run_1/layer_met1.png
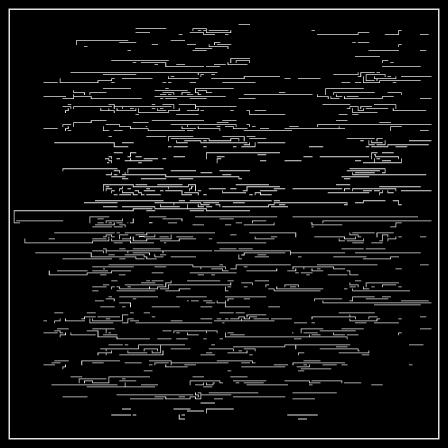
run_1/layer_met2.png
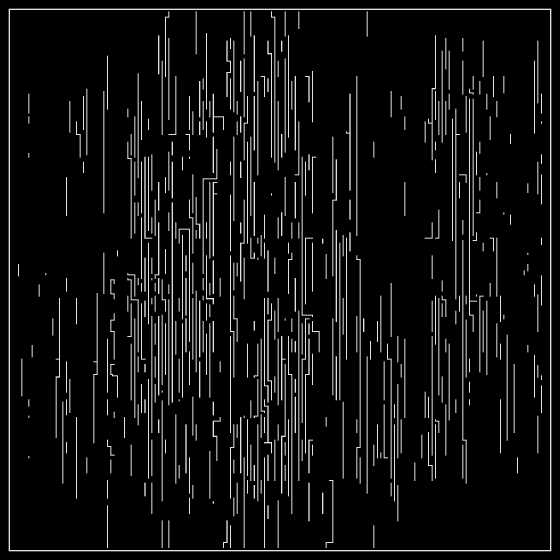
run_1/layer_met3.png
Bar = 20 um. Cells faint in the background.
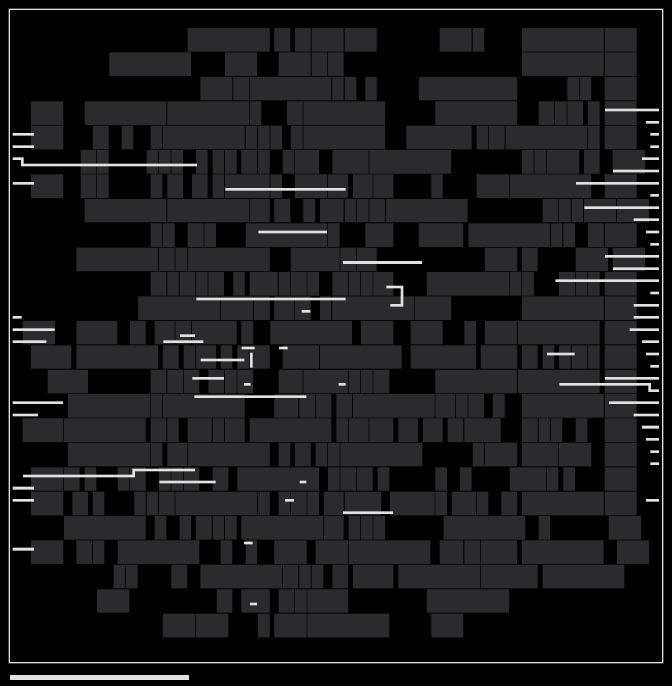
`src/rtl/mixer_sequencer_pkg.sv`:
```
// Shared types and defaults for the mixer load/execute sequencer.
package mixer_sequencer_pkg;

  localparam int SAMPLE_W_DEFAULT = 8;
  localparam int MIX_W_DEFAULT    = 12;

  typedef enum logic [2:0] {
    ST_IDLE    = 3'd0,
    ST_LOAD1   = 3'd1,
    ST_LOAD2   = 3'd2,
    ST_EXEC    = 3'd3,
    ST_CAPTURE = 3'd4,
    ST_PRESENT = 3'd5
  } state_t;

  // A frame is in flight in every state except IDLE; ticks seen then are overruns.
  function automatic logic frame_busy(input state_t s);
    return (s != ST_IDLE);
  endfunction

endpackage

```
`src/rtl/mixer_sequencer_if.sv`:
```
// Oscillator, mixer and DAC-side signals of the sequencer; master is the sequencer itself.
interface mixer_sequencer_if
  import mixer_sequencer_pkg::*;
#(
  parameter int SAMPLE_W = SAMPLE_W_DEFAULT,
  parameter int MIX_W    = MIX_W_DEFAULT
) ();

  logic                i_tick;
  logic [SAMPLE_W-1:0] i_osc1_sample;
  logic                i_osc1_valid;
  logic                o_osc1_ready;
  logic [SAMPLE_W-1:0] i_osc2_sample;
  logic                i_osc2_valid;
  logic                o_osc2_ready;
  logic [SAMPLE_W-1:0] o_sample;
  logic                o_sample_1_load;
  logic                o_sample_2_load;
  logic                o_execute;
  logic [MIX_W-1:0]    i_mix;
  logic [MIX_W-1:0]    o_dac_data;
  logic                o_dac_valid;
  logic                i_dac_ready;
  logic                o_overrun;

  modport master (
    input  i_tick,
    input  i_osc1_sample, i_osc1_valid, output o_osc1_ready,
    input  i_osc2_sample, i_osc2_valid, output o_osc2_ready,
    output o_sample, o_sample_1_load, o_sample_2_load, o_execute,
    input  i_mix,
    output o_dac_data, o_dac_valid,
    input  i_dac_ready,
    output o_overrun
  );

  modport slave (
    output i_tick,
    output i_osc1_sample, i_osc1_valid, input o_osc1_ready,
    output i_osc2_sample, i_osc2_valid, input o_osc2_ready,
    input  o_sample, o_sample_1_load, o_sample_2_load, o_execute,
    output i_mix,
    input  o_dac_data, o_dac_valid,
    output i_dac_ready,
    input  o_overrun
  );

endinterface

```
`src/rtl/mixer_sequencer_holding_buf.sv`:
```
// One-deep valid/ready holding buffer for one mixer slot, plus the value last loaded into it.
module mixer_sequencer_holding_buf #(
  parameter int W         = 8,
  parameter bit HOLD_LAST = 1'b1
) (
  input  logic         i_clock,
  input  logic         i_reset,
  input  logic [W-1:0] wr_data,
  input  logic         wr_valid,
  output logic         wr_ready,
  input  logic         consume,
  output logic [W-1:0] slot_value,
  output logic [W-1:0] last_value
);

  logic         full_q;
  logic [W-1:0] data_q;
  logic [W-1:0] last_q;
  logic         accept;

  // Ready while the slot is being loaded, so a waiting sample refills the same cycle.
  assign wr_ready   = !full_q || consume;
  assign accept     = wr_valid && wr_ready;
  assign slot_value = full_q ? data_q : (HOLD_LAST ? last_q : '0);
  assign last_value = last_q;

  always_ff @(posedge i_clock or posedge i_reset) begin
    if (i_reset) begin
      full_q <= 1'b0;
      data_q <= '0;
      last_q <= '0;
    end else begin
      if (accept) begin
        full_q <= 1'b1;
        data_q <= wr_data;
      end else if (consume) begin
        full_q <= 1'b0;
      end
      if (consume) begin
        last_q <= slot_value;
      end
    end
  end

endmodule

```
`src/rtl/mixer_sequencer.sv`:
```
// Mixer initiator: buffers one sample per oscillator and, per sample tick, loads slot 1,
// loads slot 2, executes, captures the mix and hands it to the DAC stage.
//
//   state   | meaning
//   IDLE    | waiting for a sample-rate tick
//   LOAD1   | slot-1 value on bus, slot-1 load strobe
//   LOAD2   | slot-2 value on bus, slot-2 load strobe
//   EXEC    | execute strobe, bus held at slot-2 value
//   CAPTURE | mixer result valid, registered into DAC data
//   PRESENT | DAC data valid, waiting for DAC ready
module mixer_sequencer
  import mixer_sequencer_pkg::*;
#(
  parameter int SAMPLE_W  = SAMPLE_W_DEFAULT,
  parameter int MIX_W     = MIX_W_DEFAULT,
  parameter bit HOLD_LAST = 1'b1
) (
  input logic              i_clock,
  input logic              i_reset,
  mixer_sequencer_if.master bus
);

  state_t              state_q;
  state_t              state_nxt;
  logic [SAMPLE_W-1:0] slot1_value;
  logic [SAMPLE_W-1:0] slot1_last;
  logic [SAMPLE_W-1:0] slot2_value;
  logic [SAMPLE_W-1:0] slot2_last;
  logic [SAMPLE_W-1:0] sample_mux;
  logic                load1_q;
  logic                load2_q;
  logic                exec_q;
  logic                dac_valid_q;
  logic [MIX_W-1:0]    dac_data_q;
  logic                overrun_q;

  mixer_sequencer_holding_buf #(
    .W         (SAMPLE_W),
    .HOLD_LAST (HOLD_LAST)
  ) u_slot1_buf (
    .i_clock    (i_clock),
    .i_reset    (i_reset),
    .wr_data    (bus.i_osc1_sample),
    .wr_valid   (bus.i_osc1_valid),
    .wr_ready   (bus.o_osc1_ready),
    .consume    (state_q == ST_LOAD1),
    .slot_value (slot1_value),
    .last_value (slot1_last)
  );

  mixer_sequencer_holding_buf #(
    .W         (SAMPLE_W),
    .HOLD_LAST (HOLD_LAST)
  ) u_slot2_buf (
    .i_clock    (i_clock),
    .i_reset    (i_reset),
    .wr_data    (bus.i_osc2_sample),
    .wr_valid   (bus.i_osc2_valid),
    .wr_ready   (bus.o_osc2_ready),
    .consume    (state_q == ST_LOAD2),
    .slot_value (slot2_value),
    .last_value (slot2_last)
  );

  // Strobes are flopped from the next state so they align with the state register.
  always_ff @(posedge i_clock or posedge i_reset) begin
    if (i_reset) begin
      state_q     <= ST_IDLE;
      load1_q     <= 1'b0;
      load2_q     <= 1'b0;
      exec_q      <= 1'b0;
      dac_valid_q <= 1'b0;
      dac_data_q  <= '0;
      overrun_q   <= 1'b0;
    end else begin
      state_q     <= state_nxt;
      load1_q     <= (state_nxt == ST_LOAD1);
      load2_q     <= (state_nxt == ST_LOAD2);
      exec_q      <= (state_nxt == ST_EXEC);
      dac_valid_q <= (state_nxt == ST_PRESENT);
      overrun_q   <= bus.i_tick && frame_busy(state_q);
      if (state_q == ST_CAPTURE) begin
        dac_data_q <= bus.i_mix;
      end
    end
  end

  // slot2_last already holds the value loaded in LOAD2 when EXEC is reached.
  always_comb begin
    state_nxt  = state_q;
    sample_mux = '0;
    case (state_q)
      ST_IDLE: begin
        if (bus.i_tick) state_nxt = ST_LOAD1;
      end
      ST_LOAD1: begin
        state_nxt  = ST_LOAD2;
        sample_mux = slot1_value;
      end
      ST_LOAD2: begin
        state_nxt  = ST_EXEC;
        sample_mux = slot2_value;
      end
      ST_EXEC: begin
        state_nxt  = ST_CAPTURE;
        sample_mux = slot2_last;
      end
      ST_CAPTURE: begin
        state_nxt = ST_PRESENT;
      end
      ST_PRESENT: begin
        if (bus.i_dac_ready) state_nxt = ST_IDLE;
      end
      default: begin
        state_nxt = ST_IDLE;
      end
    endcase
  end

  assign bus.o_sample        = sample_mux;
  assign bus.o_sample_1_load = load1_q;
  assign bus.o_sample_2_load = load2_q;
  assign bus.o_execute       = exec_q;
  assign bus.o_dac_data      = dac_data_q;
  assign bus.o_dac_valid     = dac_valid_q;
  assign bus.o_overrun       = overrun_q;

  logic unused_last1;
  assign unused_last1 = ^slot1_last;

endmodule

```
`src/flat_wrapper.sv`:
```
// flat-port wrapper written by rule: the top's interface ports become plain ports
module mixer_sequencer_flat import mixer_sequencer_pkg::*;
#(
  parameter int SAMPLE_W  = SAMPLE_W_DEFAULT,
  parameter int MIX_W     = MIX_W_DEFAULT,
  parameter bit HOLD_LAST = 1'b1
)
  (i_clock, i_reset, bus_i_tick, bus_i_osc1_sample, bus_i_osc1_valid, bus_o_osc1_ready, bus_i_osc2_sample, bus_i_osc2_valid, bus_o_osc2_ready, bus_o_sample, bus_o_sample_1_load, bus_o_sample_2_load, bus_o_execute, bus_i_mix, bus_o_dac_data, bus_o_dac_valid, bus_i_dac_ready, bus_o_overrun);
  mixer_sequencer_if #(.SAMPLE_W(SAMPLE_W), .MIX_W(MIX_W)) bus_i ();
  input logic i_clock;
  input logic i_reset;
  input wire logic [$bits(bus_i.i_tick)-1:0] bus_i_tick;
  input wire logic [$bits(bus_i.i_osc1_sample)-1:0] bus_i_osc1_sample;
  input wire logic [$bits(bus_i.i_osc1_valid)-1:0] bus_i_osc1_valid;
  output wire logic [$bits(bus_i.o_osc1_ready)-1:0] bus_o_osc1_ready;
  input wire logic [$bits(bus_i.i_osc2_sample)-1:0] bus_i_osc2_sample;
  input wire logic [$bits(bus_i.i_osc2_valid)-1:0] bus_i_osc2_valid;
  output wire logic [$bits(bus_i.o_osc2_ready)-1:0] bus_o_osc2_ready;
  output wire logic [$bits(bus_i.o_sample)-1:0] bus_o_sample;
  output wire logic [$bits(bus_i.o_sample_1_load)-1:0] bus_o_sample_1_load;
  output wire logic [$bits(bus_i.o_sample_2_load)-1:0] bus_o_sample_2_load;
  output wire logic [$bits(bus_i.o_execute)-1:0] bus_o_execute;
  input wire logic [$bits(bus_i.i_mix)-1:0] bus_i_mix;
  output wire logic [$bits(bus_i.o_dac_data)-1:0] bus_o_dac_data;
  output wire logic [$bits(bus_i.o_dac_valid)-1:0] bus_o_dac_valid;
  input wire logic [$bits(bus_i.i_dac_ready)-1:0] bus_i_dac_ready;
  output wire logic [$bits(bus_i.o_overrun)-1:0] bus_o_overrun;
  assign bus_i.i_tick = bus_i_tick;
  assign bus_i.i_osc1_sample = bus_i_osc1_sample;
  assign bus_i.i_osc1_valid = bus_i_osc1_valid;
  assign bus_o_osc1_ready = bus_i.o_osc1_ready;
  assign bus_i.i_osc2_sample = bus_i_osc2_sample;
  assign bus_i.i_osc2_valid = bus_i_osc2_valid;
  assign bus_o_osc2_ready = bus_i.o_osc2_ready;
  assign bus_o_sample = bus_i.o_sample;
  assign bus_o_sample_1_load = bus_i.o_sample_1_load;
  assign bus_o_sample_2_load = bus_i.o_sample_2_load;
  assign bus_o_execute = bus_i.o_execute;
  assign bus_i.i_mix = bus_i_mix;
  assign bus_o_dac_data = bus_i.o_dac_data;
  assign bus_o_dac_valid = bus_i.o_dac_valid;
  assign bus_i.i_dac_ready = bus_i_dac_ready;
  assign bus_o_overrun = bus_i.o_overrun;
  mixer_sequencer #(.SAMPLE_W(SAMPLE_W), .MIX_W(MIX_W), .HOLD_LAST(HOLD_LAST)) u_core (.i_clock(i_clock), .i_reset(i_reset), .bus(bus_i));
endmodule
```
`config.mk`:
```
export PLATFORM = sky130hd
export DESIGN_NAME = mixer_sequencer_flat
export DESIGN_NICKNAME = d
export VERILOG_FILES = /design/src/rtl/mixer_sequencer_pkg.sv /design/src/rtl/mixer_sequencer_if.sv /design/src/rtl/mixer_sequencer_holding_buf.sv /design/src/rtl/mixer_sequencer.sv /design/src/flat_wrapper.sv
export SDC_FILE = /design/constraint.sdc
export NUM_CORES = 1
export LEC_CHECK = 0
export ABC_AREA = 1
export CAP_MARGIN = 20
export CORE_UTILIZATION = 49
export CTS_CLUSTER_DIAMETER = 150
export DETAILED_ROUTE_END_ITERATION = 8
export GPL_TIMING_DRIVEN = 0
export PLACE_DENSITY = 0.91
export SLEW_MARGIN = 20
export SYNTH_ARGS = -nofsm -noshare
export SYNTH_HDL_FRONTEND = slang
export SYNTH_SLANG_ARGS = --single-unit
```
`constraint.sdc`:
```
create_clock -name i_clock -period 2.3 [get_ports i_clock]
set_clock_uncertainty 0.05 [all_clocks]
set_input_delay 0.345 -clock i_clock [delete_from_list [all_inputs] [get_ports i_clock]]
set_output_delay 0.345 -clock i_clock [all_outputs]
set_load 0.005 [all_outputs]
```
==> metrics.yaml, run 1 <==
synth_stat.cells: 278
drtIter0Drc: 82
clk_latency_ps: 310
cts_tree: "done"
crit_start: "u_core.u_slot2_buf.full_q"
p_leak_nw: 1.71
r2r_end: "u_core.u_slot1_buf.last_value[1]"
dr.pass1.iters: 4
tool_warnings: 26
place.port_buffers: 58
die_w_um: 72.7
seq_power_mw: 1.57
common_cells: "nand2_1 (92), dfrtp_1 (54), nand3_1 (36)"
gr-max-usage-layer: "met2"
synth_top_area_share_pct: 55.2
slowest_stage: "clkdlybuf4s50_1"
mostFrequentLayoutCell: "nand2_1"
endpoint_kind: "output port"
wl_met1_um: 2430
path_class: "reg -> out"
status: "finished clean"
clockBufferDepth: 2
h-tree-depth: 2
ys_area_um2: 2450
slew_viol_final: 0
syn_nets: 312
pwr-share-seq_pct: 36.4
synth-edff-count: 0
syn_area_per_cell_um2: 8.81
yosysUniqueCellTypes: 24
antenna_cells: 0
global_route.usage.met2_pct: 36.8
tns_ps: 0
reg2reg_slack_ps: 930
ys_top_cells_by_area: "dfrtp_1 (55%), nand2_1 (14%), nand3_1 (7.4%), o21ai_0 (5.1%), buf_6 (3.2%)"
num_rows: 25
period_needed_ps: 2250
fa_ha_area_share_pct: 0
grt_util_met1_pct: 26.7
ys_top_logic_family: "simple AND/OR/NAND/NOR gates"
yosysMostFrequentCell: "nand2_1"
numSynthFlops: 54
routedWlPerCell_um: 13.0
final_cell_mix: "nand2_1 (91), dfrtp_1 (54), clkdlybuf4s50_1 (51)"
grt_pass1_wl_um: 8840
combPwrFrac_pct: 48.8
flop_cell: "dfrtp_1"
internal_power_mw: 2.69
largest_reg_flops: 12
maxCapViolCount: 0
core-area_um2: 4750
r2r_cells: 7
worstPathMaxFanout: 10
cts_sinks: 54
cts_inserted_buffers: 5
routed_via_density: 5.16
clock_net_power_mw: 0.638
overflow: 0
ios: 61
finalHoldViolCount: 0
final_cell_area_um2: 3310
syn_inst: 278
fmax_mhz: 444
r2r-start: "u_core.state_q[2]"
p_sw_mw: 1.62
-- layer_met1.png (at the start) --
longest straight run: 24.8 um
nets with wire on the layer: 332
wire length on this layer: 2430 um

-- layer_met2.png (at the start) --
nets with wire on the layer: 319
longest straight run: 29.1 um
main direction: vertical
share of all routed wire: 48%
wire length on this layer: 2570 um

-- layer_met3.png (at the start) --
wire length on this layer: 266 um
share of all routed wire: 4.9%
Via Count: 2141
routed wire length: 5410 um
global-route met3 utilization: 4.70%

## run 1: timing repair
action / in CTS / in global routing
endpoints found under the setup margin: 2 / 7
resized: 2 / 24
buffers inserted: 2 / 1
endpoints found under the hold margin: 0 / 0
cloned: 0 / 0
pin swaps: 0 / 0
## run 1: per-stage QoR
stage | hold slack (ps) | cells
6_report | 310 | 415
5_1_grt | 318 | 415
4_1_cts | 306 | 414
3_5_place_dp | 408 | 404
3_3_place_gp | 405 | 403
2_1_floorplan | 392 | 278
## run 1: area by class of cell
class / instances / area [um2]
Timing Repair Buffer: 62 / 638
Fill cell: 382 / 1450
Clock inverter: 2 / 37.5
Sequential cell: 54 / 1350
Clock buffer: 6 / 72.6
Buffer: 17 / 148
Multi-Input combinational cell: 183 / 881
Tap cell: 67 / 83.8
Inverter: 24 / 95.1
==> run 1 -> run 2 <==
--- a/config.mk
+++ b/config.mk
@@ -7,11 +7,13 @@
 export LEC_CHECK = 0
 export ABC_AREA = 1
 export CAP_MARGIN = 20
-export CORE_UTILIZATION = 49
+export CELL_PAD_IN_SITES_DETAIL_PLACEMENT = 0
+export CELL_PAD_IN_SITES_GLOBAL_PLACEMENT = 1
+export CORE_UTILIZATION = 39
 export CTS_CLUSTER_DIAMETER = 150
 export DETAILED_ROUTE_END_ITERATION = 8
 export GPL_TIMING_DRIVEN = 0
-export PLACE_DENSITY = 0.91
+export PLACE_DENSITY = 0.95
 export SLEW_MARGIN = 20
 export SYNTH_ARGS = -nofsm -noshare
 export SYNTH_HDL_FRONTEND = slang
==> constraint.sdc (replaced) <==
create_clock -name i_clock -period 2.86 [get_ports i_clock]
set_clock_uncertainty 0.05 [all_clocks]
set_input_delay 0.429 -clock i_clock [delete_from_list [all_inputs] [get_ports i_clock]]
set_output_delay 0.429 -clock i_clock [all_outputs]
set_load 0.005 [all_outputs]
run_2/layer_met3.png
Bar = 20 um. Cells faint in the background.
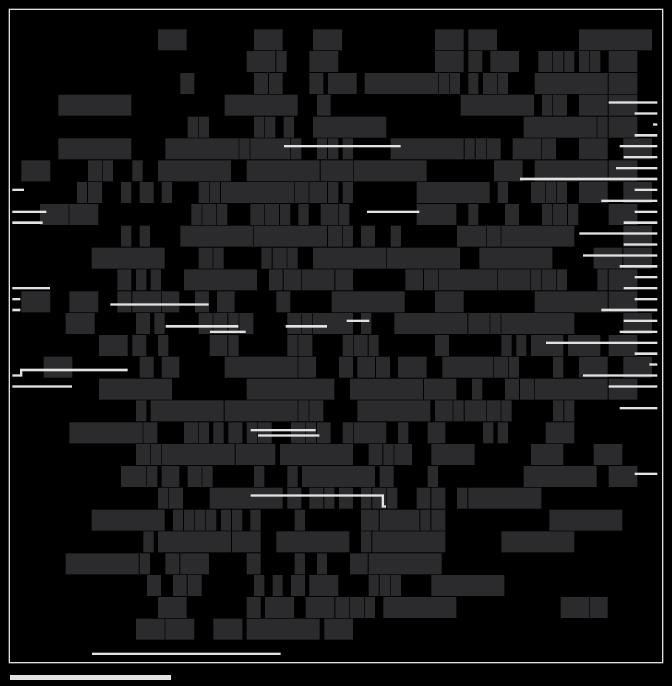
share of all routed wire: 5.5%
main direction: horizontal
nets with wire on the layer: 44
longest straight run: 23.2 um
routed wire length: 5260 um
global-route met3 utilization: 3.60%
Via Count: 2036

run_2/congestion.png
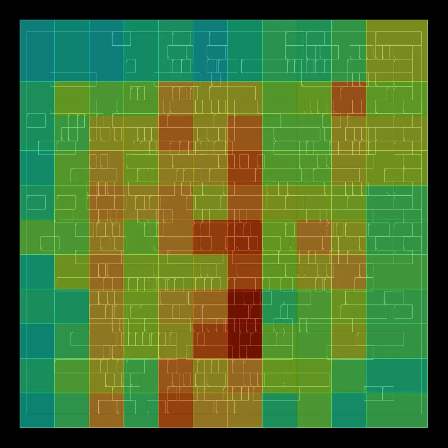
GRT Overall Usage: 17.4%
final core occ: 54.0%

run_2/flops_by_reg.png
Bar = 20 um. Other sequential cells in the stronger gray, the rest of the logic in the fainter gray.
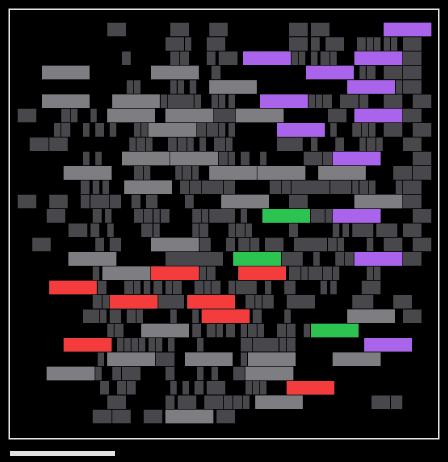
legend:
  purple:
    signal: `u_core.bus.o_dac_data`
    flops: 12
  green:
    signal: `u_core.state_q`
    flops: 3
  red:
    signal: `u_core.u_slot1_buf.last_value`
    flops: 8

==> run 2 against run 1 <==
Final cell count is 0.96% higher. Count of clock-buffer cells in the layout down 1. Register-to-register slack better by 660 ps. Sequential power shrank about 20%. Routed wire length fell by 2.8%. Setup slack improved by 390 ps. Worst hold slack better by 79 ps. First-iteration DRC count rose by 30%. Utilization is 16 points lower. Largest cell class unchanged. Critical path type unchanged. Flip-flop count stayed put. Die size increased by 25%. Area after synthesis did not move.
==> metrics.yaml, run 2 <==
ys_top_cells_by_area: "dfrtp_1 (55%), nand2_1 (14%), nand3_1 (7.4%), o21ai_0 (5.1%), buf_6 (3.2%)"
setup_ws_ps: 438
dr.pass1.iters: 4
routed_via_density: 4.86
syn_inst: 278
ant_nets: 0
fin_hold_ws_ps: 389
ys_top_logic_family: "simple AND/OR/NAND/NOR gates"
die_w_um: 81.2
endpoint_kind: "output port"
fa_ha_area_share_pct: 0
overflow: 0
post_cts_resized: 0
clock_net_power_mw: 0.506
routedWlPerCell_um: 12.6
worstPathMaxFanout: 10
fillCellCount: 540
antenna_cells: 0
path_class: "reg -> out"
cts_sinks: 54
post_cts_buffers: 0
final_cell_mix: "nand2_1 (92), clkdlybuf4s50_1 (58), dfrtp_1 (54)"
core-area_um2: 5990
synthArstFlopShare_pct: 100
drive_gt1_share_pct: 11.3
global_route.usage.met2_pct: 29.9
clk_latency_ps: 310
synth_stat.cells: 278
crit_path_start_kind: "register"
slew_viol_final: 0
common_cells: "nand2_1 (92), dfrtp_1 (54), nand3_1 (36)"
numSynthFlops: 54
status: "finished clean"
worst_pin_slew_ps: 658
ios: 61
grt_pass1_wl_um: 8690
seq_power_mw: 1.25
p_leak_nw: 1.57
reg2reg_slack_ps: 1590
comb_area_um2: 866
mostFrequentLayoutCell: "nand2_1"
cts_inserted_buffers: 5
yosysUniqueCellTypes: 24
pwr-share-seq_pct: 37.1
largest_reg_flops: 12
synth-edff-count: 0
fmax_mhz: 413
yosysMostFrequentCell: "nand2_1"
tns_ps: 0
drtIter0Drc: 107
final_cell_area_um2: 3230
synth_top_area_share_pct: 55.2
max_slew_margin_pct: 56.2
xor_area_share_pct: 0
syn_nets: 312
syn_area_per_cell_um2: 8.81
internal_power_mw: 2.13
setup_violations: 0
maxPowerGroup: "combinational logic"
period_needed_ps: 2420
antenna_found_initial: 0
slowest_stage: "clkdlybuf4s50_1"
h-tree-depth: 2
r2r-start: "u_core.state_q[0]"
dp.cells: 411
clk_pin_slew_ps: 90
combPwrFrac_pct: 48.0
clockBufferDepth: 2
place.port_buffers: 58
ys_area_um2: 2450
flop_cell: "dfrtp_1"
finalHoldViolCount: 0
gp_congestion: 0.724
r2r_cells: 6
final_cells: 419
num_rows: 28
p_sw_mw: 1.25
crit_start: "u_core.state_q[2]"
maxCapViolCount: 0
r2r_end: "u_core.bus.o_dac_data[1]"
tool_warnings: 26
grt_util_met1_pct: 21.2
gr-max-usage-layer: "met2"
crit_top_cell: "buf_6"
cts_tree: "done"
dpl_cell_area_um2: 3130
seq_area_um2: 1350
## run 2: cell counts after synthesis
No cell type changed its count.
## run 2: area by class of cell
cell class	count	area share, %
flip-flops and latches	54	41.8
multi-input cells	183	26.8
repair buffers	58	17.9
plain buffers	17	4.22
inverters	24	3.02
well taps	75	2.90
clock buffers	5	2.13
clock inverters	3	1.24
## run 2: per-layer routing
metal  wire [um]  vias up
li1            -     1030
met1        2400      944
met2        2490       57
met3         290        5
met4          77        0
met5           0        -
## run 2: worst max-delay path, delay by kind of cell (launching register included)
kind | cells | cell delay [ps]
buffers and inverters | 5 | 980
flip-flops | 1 | 380
AND/OR/NAND/NOR | 3 | 270
Power is estimated from default activity; no workload was simulated.
